==> src/rtl/scan_display.sv <==
// scan_display: time-multiplexed driver for a common-anode digit array.
// Scans DIGITS nibbles onto one shared symbol bus, most significant digit
// first, with per-digit blanking, blinking, decimal points and PWM
// brightness. All per-frame inputs are captured at the frame end so a
// frame never mixes old and new values.
module scan_display #(
  parameter int DIGITS       = 6,
  parameter int SUB          = 4,
  parameter int BW           = 3,
  parameter int BLINK_FRAMES = 64
) (
  input  logic                clk_i,
  input  logic                a_reset_i,
  input  logic [4*DIGITS-1:0] digits_i,
  input  logic [DIGITS-1:0]   blank_i,
  input  logic [DIGITS-1:0]   blink_i,
  input  logic [DIGITS-1:0]   dp_i,
  input  logic [BW-1:0]       bright_i,
  output logic [DIGITS-1:0]   dig_o,
  output logic [3:0]          sym_o,
  output logic                dp_o,
  output logic                frame_o
);

  localparam int IW = (DIGITS > 1) ? $clog2(DIGITS) : 1;
  localparam int SW = (SUB > 1) ? $clog2(SUB) : 1;
  localparam int FW = (BLINK_FRAMES > 1) ? $clog2(BLINK_FRAMES) : 1;

  localparam logic [IW-1:0] IDX_LAST   = IW'(DIGITS - 1);
  localparam logic [SW-1:0] SUB_LAST   = SW'(SUB - 1);
  localparam logic [FW-1:0] BLINK_LAST = FW'(BLINK_FRAMES - 1);

  // Slot position is kept as (phase, sub_cnt): cnt = phase*SUB + sub_cnt.
  // This works for any SUB, not only powers of two.
  logic [IW-1:0]       idx;
  logic [SW-1:0]       sub_cnt;
  logic [BW-1:0]       phase;
  logic [FW-1:0]       blink_cnt;
  logic                blink_ph;
  logic                started;

  logic [4*DIGITS-1:0] digits_sh;
  logic [DIGITS-1:0]   blank_sh;
  logic [DIGITS-1:0]   blink_sh;
  logic [DIGITS-1:0]   dp_sh;
  logic [BW-1:0]       bright_sh;

  logic                slot_end;
  logic                frame_end;
  logic                shown;

  assign slot_end  = (sub_cnt == SUB_LAST) && (&phase);
  assign frame_end = slot_end && (idx == '0);

  // Scan position: sub-phase counter, brightness phase and digit index.
  always_ff @(posedge clk_i or negedge a_reset_i) begin
    if (!a_reset_i) begin
      idx     <= IDX_LAST;
      sub_cnt <= '0;
      phase   <= '0;
    end else begin
      if (sub_cnt == SUB_LAST) begin
        sub_cnt <= '0;
        phase   <= phase + 1'b1;
      end else begin
        sub_cnt <= sub_cnt + 1'b1;
      end
      if (slot_end) begin
        idx <= (idx == '0) ? IDX_LAST : idx - 1'b1;
      end
    end
  end

  // Blink timing and frame-pulse enable, both advanced at frame end.
  always_ff @(posedge clk_i or negedge a_reset_i) begin
    if (!a_reset_i) begin
      blink_cnt <= '0;
      blink_ph  <= 1'b0;
      started   <= 1'b0;
    end else if (frame_end) begin
      started <= 1'b1;
      if (blink_cnt == BLINK_LAST) begin
        blink_cnt <= '0;
        blink_ph  <= ~blink_ph;
      end else begin
        blink_cnt <= blink_cnt + 1'b1;
      end
    end
  end

  // Shadow copies of the display inputs, captured only at frame end.
  // Blank resets to all ones so the first frame after reset is dark.
  always_ff @(posedge clk_i or negedge a_reset_i) begin
    if (!a_reset_i) begin
      digits_sh <= '0;
      blank_sh  <= '1;
      blink_sh  <= '0;
      dp_sh     <= '0;
      bright_sh <= '0;
    end else if (frame_end) begin
      digits_sh <= digits_i;
      blank_sh  <= blank_i;
      blink_sh  <= blink_i;
      dp_sh     <= dp_i;
      bright_sh <= bright_i;
    end
  end

  // Output decode from registered state only; blank has priority over blink.
  always_comb begin
    shown   = !blank_sh[idx] && !(blink_sh[idx] && blink_ph) && (phase <= bright_sh);
    dig_o   = '1;
    sym_o   = 4'hF;
    dp_o    = 1'b0;
    if (shown) begin
      dig_o[idx] = 1'b0;
      sym_o      = digits_sh[4*idx +: 4];
      dp_o       = dp_sh[idx];
    end
    frame_o = started && (idx == IDX_LAST) && (sub_cnt == '0) && (phase == '0);
  end

endmodule

==> config.mk <==
export PLATFORM = sky130hd
export DESIGN_NAME = scan_display
export DESIGN_NICKNAME = d
export VERILOG_FILES = /design/src/rtl/scan_display.sv
export SDC_FILE = /design/constraint.sdc
export NUM_CORES = 1
export LEC_CHECK = 0
export CAP_MARGIN = 0
export CORE_MARGIN = 4
export CORE_UTILIZATION = 40
export CTS_BUF_LIST = sky130_fd_sc_hd__clkbuf_2
export CTS_CLUSTER_SIZE = 14
export DETAILED_ROUTE_END_ITERATION = 16
export GPL_TIMING_DRIVEN = 0
export PLACE_DENSITY = 0.7
export SYNTH_ARGS = -nofsm -noshare
export SYNTH_HDL_FRONTEND = slang
export SYNTH_SLANG_ARGS = --single-unit
export TNS_END_PERCENT = 100
==> constraint.sdc <==
create_clock -name clk_i -period 4.5 [get_ports clk_i]
set_input_delay 0.45 -clock clk_i [delete_from_list [all_inputs] [get_ports clk_i]]
set_output_delay 0.45 -clock clk_i [all_outputs]
set_load 0.02 [all_outputs]
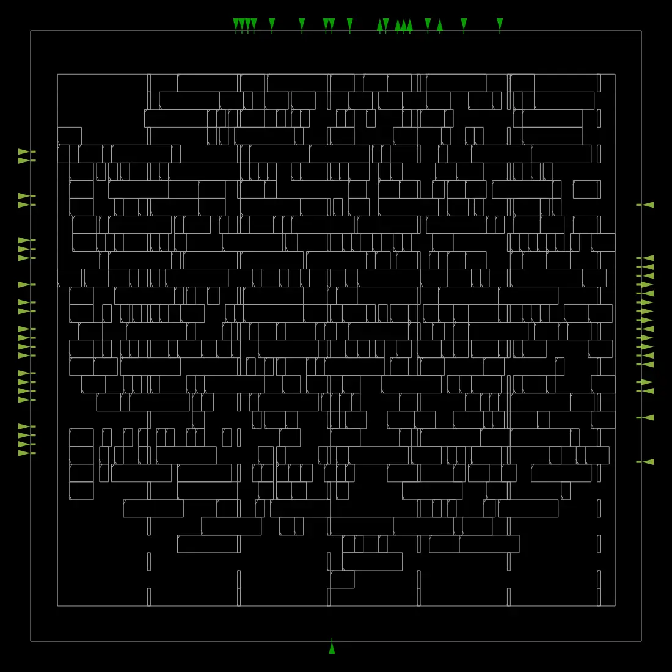
Fig. 1. Cell outlines without signal wires (run 1).
sequential share of cell area: 40.35%
row count: 30
filler instances: 656
Tapcell Cnt: 96

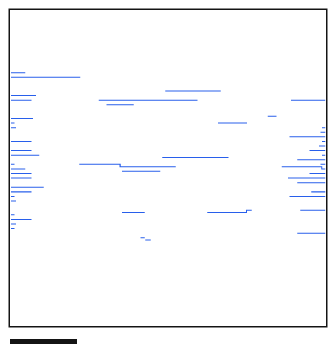
Fig. 2. Metal 3 (run 1).
Bar = 20 um.
wire length on this layer	356 um
main direction	horizontal
nets with wire on the layer	46
share of all routed wire	5.0%
longest straight run	29.0 um
WL final: 7123 um
grt met3 use: 5.449%
total number of vias: 2,392

==> ci_impl_report.md, run 1 <==
## PnR job results

| Metric | Value |
|---|---|
| Critical Path Stages | `6` |
| Synth Net Count | `379` |
| Total setup buffers inserted after CTS | `0` |
| Xor+xnor area frac | `1.192%` |
| Top class by area | `flip-flops and latches` |
| MUX share of area | `6.003%` |
| Routed wl met2 | `3426 um` |
| Async SR Flop Fraction | `100.0%` |
| Layout cell share with drive strength beyond 1 | `13.53%` |
| Kind of end point of the critical path | `primary output` |
| Late-Pin Clk Latency | `0.50 ns` |
| Die W | `93.72 um` |
| Total CTS buffers | `9` |
| Synth warnings | `0` |
| PwrDens | `between 200 and 300 mW/mm^2` |
| Final cycle utilization of the critical path | `72.98%` |
| Die height | `between 90 and 100 um` |
| Comb area leader | `simple AND/OR/NAND/NOR gates` |
| CTS Sinks | `61` |
| Static leakage | `around 0.0018 uW` |
| First-pass GRT wire length | `11,960 um` |
| HP Class | `input pin to asynchronous set/reset pin` |
| Worst Tran Pin Value | `0.5417 ns` |
| Slew HR | `63.89%` |
| Post-route cell area | `0.003807 mm^2` |
| GRT overflow | `0` |
| Cells after Synth | `323` |
| Comb area share | `33.13%` |
| Post-DRT Antenna Nets | `0` |
| Clock transition at the registers of the reported paths | `0.20 ns` |
| Cell Chain, Critical Path | `buf_6 > clkbuf_1 > inv_1 > a221oi_1 > o211ai_1 > clkdlybuf4s50_1` |
| Comb pwr share | `9.2%` |
| Max-Cap Viols | `0` |
| Pint | `817.4 uW` |
| Max FFs per register | `24` |
| Top cells, area | `dfrtp_1 45%, nand2_1 19%, dfstp_2 7.2%` |
| Most frequent logic cell in the layout | `nand2_1` |
| Seq power | `582 uW` |
| Busiest layer in global routing | `met2` |
| Critical path buffers and inverters | `4` |
| Top cells excl fill/tap | `146 x nand2_1, 57 x clkdlybuf4s50_1, 53 x dfrtp_1` |
| Crit path max-delay family | `buffers and inverters` |
| Final hold viol count | `0` |
| Io pins | `59` |
| Area share of fa/ha/maj cells after synthesis | `3.831%` |
| Worst r2r src | `phase[0]` |
| CTS tree | `done` |
| Seq share, synth | `52.28%` |
| Status | `finished clean` |
| AO/OA Area Share | `7.195%` |
| DRC | `0` |
| Crit path arrival time | `between 2 and 3 ns` |
| Gate Area | `0.001261 mm^2` |
| Nets | `450` |
| Mapped Area | `0.002939 mm^2` |
| R2R Setup Slk | `2.64 ns` |
| Port buffer count | `58` |
| Post-Place Worst Slack | `roughly 1.8 ns` |
| Flops after synth | `just over 60` |
| Clock-cell share of area | `3.746%` |
| Post-synth top cells | `146 x nand2_1, 53 x dfrtp_1, 12 x inv_1` |
| Final TNS setup | `0 ns` |
| GRT Overall Usage | `17.71%` |
| Met1 GRT Util | `24.12%` |
| CP peak stage delay | `0.57 ns` |
| Vias in the first global route | `between 2,000 and 2,500` |
| Crit path max fanout | `10` |
| Unrepaired setup endpoints after global routing | `false` |
| Critical Path Start | `idx[0]` |
| Non-clock buffers | `77` |
| CTS hold repair buffers | `1` |
| Post-synth top area cell | `dfrtp_1` |
| Largest net degree at the start of global routing | `~40` |
| Critical Path RT | `4.05 ns` |
| Max rail drop VDD | `0.1695 mV` |
| Initial core utilization | `between 40% and 50%` |
| Psw | `between 200 and 300 uW` |
| Max Transition Viols Final | `0` |
| Sw frac | `about a quarter` |
| Core area | `0.006982 mm^2` |
| Routed WL per cell | `14.39 um` |
| Simple share | `24.69%` |
| CP Capture Point | `sym_o[2]` |
| Fin cells | `495` |
| DR pass1 iterations | `4` |
| P_clk | `403 uW` |
| Number of synthesized flops with an enable pin | `0` |
| Highest Signal Layer | `met4` |
| CTS Buffer Depth | `2` |
| MI comb cells | `about 230` |
| Critical path type | `flop to primary output` |
| Comb power | `100 uW` |
| Metal-1 WL | `between 3000 and 4000 um` |
| Via-to-Cell Ratio | `4.832` |
| Reg with most FFs | `digits_sh` |
| Biggest consumer | `sequential cells` |
| Placed cells | `between 400 and 500` |
| Layout area overhead | `29.54%` |
| Syn_area_per_cell | `9.099 um^2` |
| GP Congestion | `0.8211` |
| HPWL Detailed | `5345 um` |
| Reg2Reg Depth | `7` |
| Setup ws final | `around 1.2 ns` |
| H-tree depth reported by CTS | `3` |
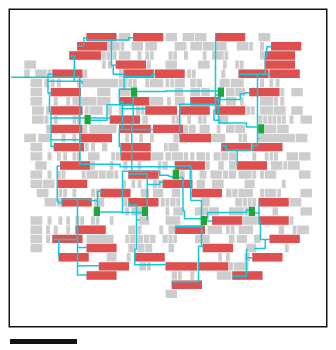
Fig. 3. Routed clock nets over the placement (run 1).
Bar = 20 um.
[clock wires] cyan | length: 777 um
[clock-net drivers] green | count: 9
[flip-flops] red | count: 61
flops lie	widely spread
routed clock nets	10

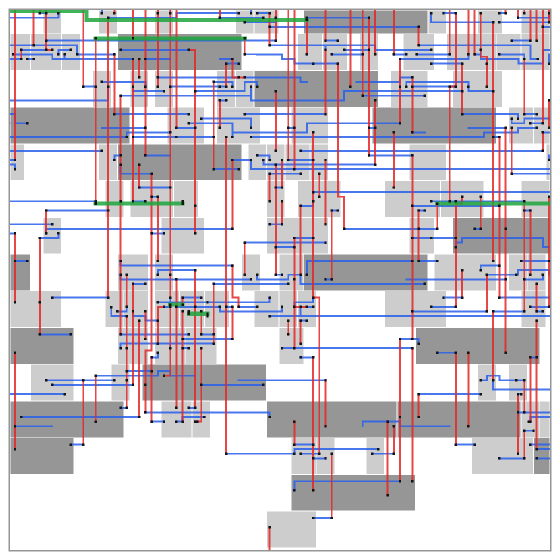
Fig. 4. Layout detail (run 1).
Window x 27 to 67, y 8 to 48 um. Cells in grey, sequential cells in the stronger grey; small squares are vias.
layer	colour
M2	red
M1	blue
M3	green
netlist names of flops here include	blink_cnt (6), blink_sh (2), phase (2)
most frequent	nand2_1 (22), dfrtp_1 (15)
cells with their middle in the window	97
sequential cells in the window	16

Fig. 5: run 1, metal layers overlaid
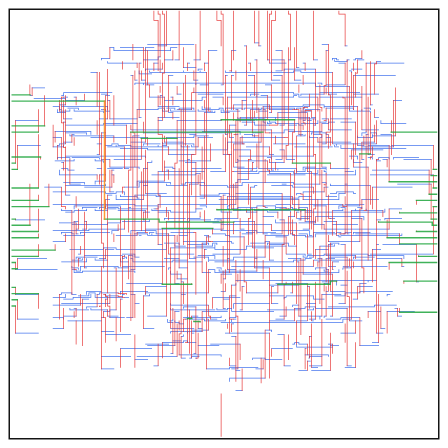

--- run 2 (diff from run 1) ---
Settings changed: PLACE_DENSITY 0.7 to 0.72.
Clock period 4.5 ns to 2.9 ns, I/O delays scaled along.
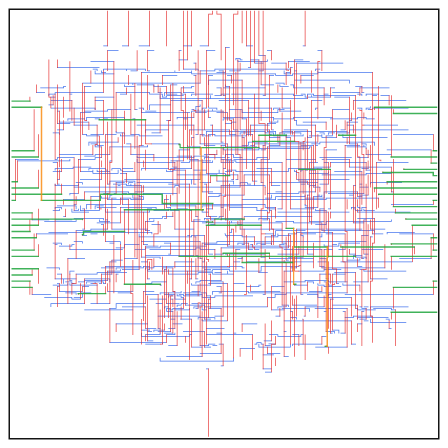
Fig. 6. Metal layers overlaid (run 2).
layer	colour	wire length
M1	blue	3,310 um
M2	red	3,290 um
M4	orange	68.0 um
M3	green	512 um

==> ci_impl_report.md, run 2 <==
## PnR job results

| Metric | Value |
|---|---|
| Cell Chain, Critical Path | `buf_6 > mux4_2 > o21ai_4 > and3_1 > clkdlybuf4s15_1` |
| Sw frac | `24.91% (+0.23 points)` |
| Die height | `93.72 um (unchanged)` |
| Total CTS buffers | `9 (unchanged)` |
| Psw | `388.3 uW (+45%)` |
| Busiest layer in global routing | `met2` |
| Layout cell share with drive strength beyond 1 | `14.29% (+0.75 points)` |
| Total setup buffers inserted after CTS | `0 (unchanged)` |
| DR pass1 iterations | `4 (unchanged)` |
| Seq power | `903 uW (+55%)` |
| Tapcell Cnt | `96 (unchanged)` |
| Number of synthesized flops with an enable pin | `0 (unchanged)` |
| Mapped Area | `0.002939 mm^2 (unchanged)` |
| Core area | `0.006982 mm^2 (unchanged)` |
| Non-clock buffers | `77 (unchanged)` |
| Worst r2r src | `phase[0]` |
| Filler instances | `663 (+1.1%)` |
| Vias in the first global route | `2,547 (+4.6%)` |
| P_clk | `502 uW (+25%)` |
| Routed wl met2 | `3294 um (-3.9%)` |
| Kind of end point of the critical path | `primary output` |
| Cells after Synth | `323 (unchanged)` |
| CP peak stage delay | `0.57 ns (about the same)` |
| Highest Signal Layer | `met4` |
| Max Transition Viols Final | `0 (unchanged)` |
| Biggest consumer | `sequential cells` |
| Simple share | `24.69% (unchanged)` |
| HP Class | `input pin to asynchronous set/reset pin` |
| Reg2Reg Depth | `7 (unchanged)` |
| Status | `finished clean` |
| Critical Path Stages | `5 (-1)` |
| Critical path buffers and inverters | `2 (-2)` |
| Xor+xnor area frac | `1.192% (unchanged)` |
| Via-to-Cell Ratio | `4.935 (+2.1%)` |
| CP Capture Point | `dp_o` |
| H-tree depth reported by CTS | `3 (unchanged)` |
| Metal-1 WL | `3312 um (about the same)` |
| Top class by area | `flip-flops and latches` |
| Synth Net Count | `379 (unchanged)` |
| Post-route cell area | `0.003779 mm^2 (-0.76%)` |
| Top cells, area | `dfrtp_1 45%, nand2_1 19%, dfstp_2 7.2%` |
| Synth warnings | `0 (unchanged)` |
| Final TNS setup | `0 ns (unchanged)` |
| Max FFs per register | `24 (unchanged)` |
| Largest net degree at the start of global routing | `39 (-2.5%)` |
| CTS hold repair buffers | `1 (unchanged)` |
| Crit path max fanout | `9 (-1)` |
| Async SR Flop Fraction | `100.0% (unchanged)` |
| Pint | `1170 uW (+43%)` |
| Met1 GRT Util | `23.44% (-0.68 points)` |
| Final cycle utilization of the critical path | `94.49%` |
| Layout area overhead | `28.57%` |
| Seq share, synth | `52.28% (unchanged)` |
| Most frequent logic cell in the layout | `nand2_1` |
| Post-synth top area cell | `dfrtp_1` |
| GRT Overall Usage | `17.76% (+0.053 points)` |
| Max-Cap Viols | `0 (unchanged)` |
| Gate Area | `0.001277 mm^2 (+1.3%)` |
| Setup ws final | `0.1598 ns (-1.056 ns)` |
| Comb power | `154 uW (+54%)` |
| Comb area share | `33.81% (+0.68 points)` |
| GRT overflow | `0 (unchanged)` |
| Final hold viol count | `0 (unchanged)` |
| WL final | `7186 um (+0.88%)` |
| Worst Tran Pin Value | `0.5555 ns (+0.01384 ns)` |
| Initial core utilization | `42.10% (unchanged)` |
| Crit path max-delay family | `multiplexers` |
| Io pins | `59 (unchanged)` |
| Unrepaired setup endpoints after global routing | `false` |
| Clock transition at the registers of the reported paths | `0.18 ns (-0.02 ns)` |
| GP Congestion | `0.8115 (-1.2%)` |
| Reg with most FFs | `digits_sh` |
| Port buffer count | `58 (unchanged)` |
| Routed WL per cell | `14.52 um (+0.88%)` |
| CTS tree | `done` |
| Clock-cell share of area | `2.748% (-1.0 points)` |
| Crit path arrival time | `2.45 ns (-0.38 ns)` |
| MUX share of area | `6.003% (unchanged)` |
| AO/OA Area Share | `7.195% (unchanged)` |
| Max rail drop VDD | `0.2090 mV (+23%)` |
| CTS Sinks | `61 (unchanged)` |
| Syn_area_per_cell | `9.099 um^2 (unchanged)` |
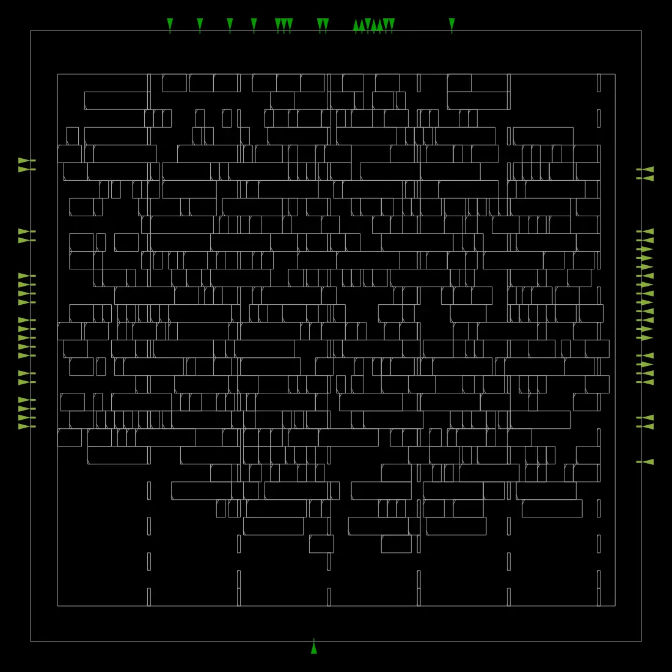
Fig. 7. Cell outlines without signal wires (run 2).
Final Util: 54.12%
sequential share of cell area: 40.66%
fin cells: 495
Seq Cell Count: 61

Fig. 8: run 2, metal 3
Bar = 20 um.
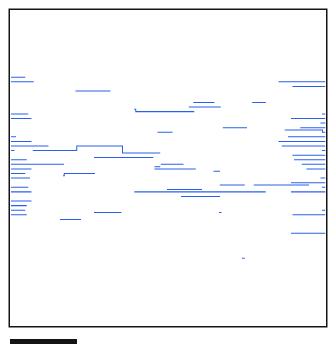

--- run 3 (diff from run 2) ---
Settings changed: CTS_CLUSTER_SIZE 14 to 8.
Clock period 2.9 ns to 2.3 ns, I/O delays scaled along.
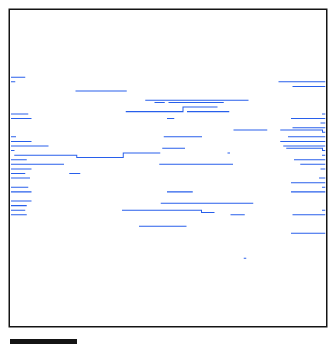
Fig. 9. Metal 3 (run 3).
Bar = 20 um.
longest straight run	30.4 um
nets with wire on the layer	53
wire length on this layer	547 um
main direction	horizontal
share of all routed wire	7.3%

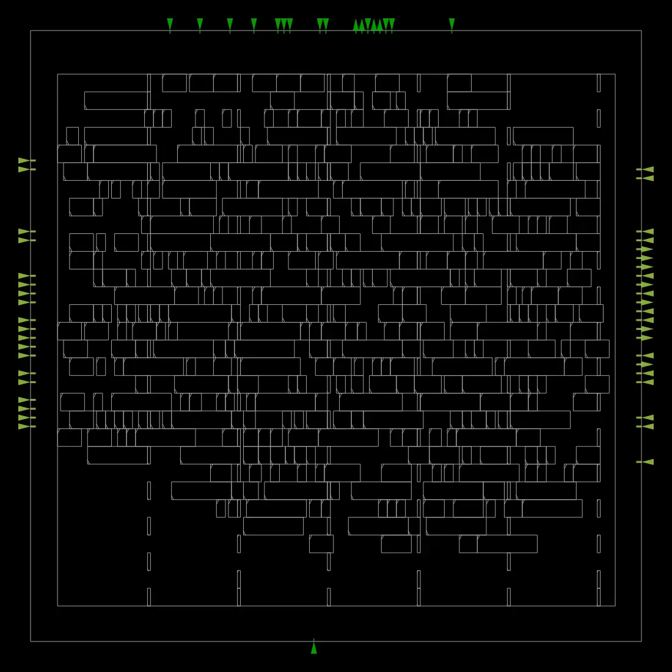
Fig. 10. Cell outlines without signal wires (run 3).
core area: 0.006982 mm^2
sequential share of cell area: 39.33%
Final Util: 55.95%
filler instances: 646

==> ci_impl_report.md, run 3 <==
## PnR job results

| Metric | Value |
|---|---|
| MI comb cells | `233` |
| Sw frac | `24.89% (about the same)` |
| Routed wl met2 | `3455 um (+4.9%)` |
| Seq share, synth | `52.28% (unchanged)` |
| Met1 GRT Util | `23.39% (-0.052 points)` |
| Port buffer count | `58 (unchanged)` |
| Xor+xnor area frac | `1.192% (unchanged)` |
| Reg2Reg Depth | `8 (+1)` |
| Clock transition at the registers of the reported paths | `0.18 ns (about the same)` |
| Metal-1 WL | `3412 um (+3.0%)` |
| Busiest layer in global routing | `met2` |
| CTS hold repair buffers | `1 (unchanged)` |
| Setup ws final | `-0.2281 ns (-0.3879 ns)` |
| Max FFs per register | `24 (unchanged)` |
| Max rail drop VDD | `0.2619 mV (+25%)` |
| Simple share | `24.69% (unchanged)` |
| Most frequent logic cell in the layout | `nand2_1` |
| Post-synth top cells | `146 x nand2_1, 53 x dfrtp_1, 12 x inv_1` |
| Total setup buffers inserted after CTS | `2 (+2)` |
| Total CTS buffers | `9 (unchanged)` |
| Comb area share | `34.59% (+0.79 points)` |
| Final Setup Violations | `11` |
| Crit path max-delay family | `multiplexers` |
| CP Capture Point | `dp_o` |
| GRT overflow | `0 (unchanged)` |
| Crit path arrival time | `2.30 ns (-0.15 ns)` |
| Total number of vias | `2,481` |
| MUX share of area | `6.003% (unchanged)` |
| Cells after Synth | `323 (unchanged)` |
| Kind of end point of the critical path | `primary output` |
| Yosys cell types | `39` |
| CP peak stage delay | `0.58 ns (about the same)` |
| Non-clock buffers | `85 (+10%)` |
| Unrepaired setup endpoints after global routing | `true` |
| Antenna violations before repair | `0` |
| CTS Sinks | `61 (unchanged)` |
| Syn_area_per_cell | `9.099 um^2 (unchanged)` |
| H-tree depth reported by CTS | `3 (unchanged)` |
| Comb power | `210 uW (+36%)` |
| Via-to-Cell Ratio | `4.932 (about the same)` |
| Final hold viol count | `0 (unchanged)` |
| Max-Cap Viols | `0 (unchanged)` |
| Psw | `492.5 uW (+27%)` |
| Worst r2r src | `phase[1]` |
| Crit path max fanout | `7 (-2)` |
| WL met3 | `~550 um` |
| Vias in the first global route | `2,582 (+1.4%)` |
| Post-synth top area cell | `dfrtp_1` |
| Critical Path Stages | `5 (unchanged)` |
| Fin cells | `503 (+1.6%)` |
| Highest Signal Layer | `met4` |
| Critical path buffers and inverters | `2 (unchanged)` |
| Fin Hold WS | `~0.23 ns` |
| DR pass1 iterations | `4 (unchanged)` |
| Status | `complete, but fails checks` |
| Routed WL per cell | `14.92 um (+2.8%)` |
| R2R Setup Slk | `between 0.15 and 0.2 ns` |
| WL final | `7503 um (+4.4%)` |
| Synth warnings | `0 (unchanged)` |
| Post-route cell area | `0.003906 mm^2 (+3.4%)` |
| Io pins | `59 (unchanged)` |
| HPWL Detailed | `roughly 5200 um` |
| Final TNS setup | `-1.821 ns (-1.821 ns)` |
| Initial core utilization | `42.10% (unchanged)` |
| Async SR Flop Fraction | `100.0% (unchanged)` |
| Seq power | `1140 uW (+26%)` |
| Final cycle utilization of the critical path | `109.9%` |
| Largest net degree at the start of global routing | `39 (unchanged)` |
| Critical Path RT | `2.07 ns` |
| Biggest consumer | `sequential cells` |
| Root buf cell | `clkbuf_2` |
| Layout cell share with drive strength beyond 1 | `21.87% (+7.6 points)` |
| Seq Cell Count | `61 (unchanged)` |
| Worst Tran Pin Value | `0.5983 ns (+0.04276 ns)` |
| Die height | `93.72 um (unchanged)` |
| P_clk | `630 uW (+25%)` |
| Failing checks | `negative setup slack` |
| Synth Net Count | `379 (unchanged)` |
| AO/OA Area Share | `7.195% (unchanged)` |
| GP Congestion | `0.8115 (unchanged)` |
| Max Transition Viols Final | `0 (unchanged)` |
| Number of synthesized flops with an enable pin | `0 (unchanged)` |
| GRT Overall Usage | `18.07% (+0.31 points)` |
| Tapcell Cnt | `96 (unchanged)` |
| CTS tree | `done` |
| Top cells, area | `dfrtp_1 45%, nand2_1 19%, dfstp_2 7.2%` |
| Gate Area | `0.001351 mm^2 (+5.8%)` |
| Pint | `1486 uW (+27%)` |
| Reg with most FFs | `digits_sh` |
| Critical Path Start | `idx[0]` |
| Die ar. | `slightly below 0.009 mm^2` |
| FF/Latch Area | `0.001536 mm^2` |
| Top class by area | `flip-flops and latches` |
| Static leakage | `0.001806 uW` |
| Cell Chain, Critical Path | `buf_6 > mux4_2 > o21ai_4 > and3_4 > buf_6` |
| Die W | `between 90 and 100 um` |
| Mapped Area | `0.002939 mm^2 (unchanged)` |
| Clock-cell share of area | `2.659% (-0.090 points)` |
| Layout area overhead | `32.91%` |
| HP Class | `input pin to asynchronous set/reset pin` |
Power figures rest on the tool's default switching activity, not on a simulated workload.
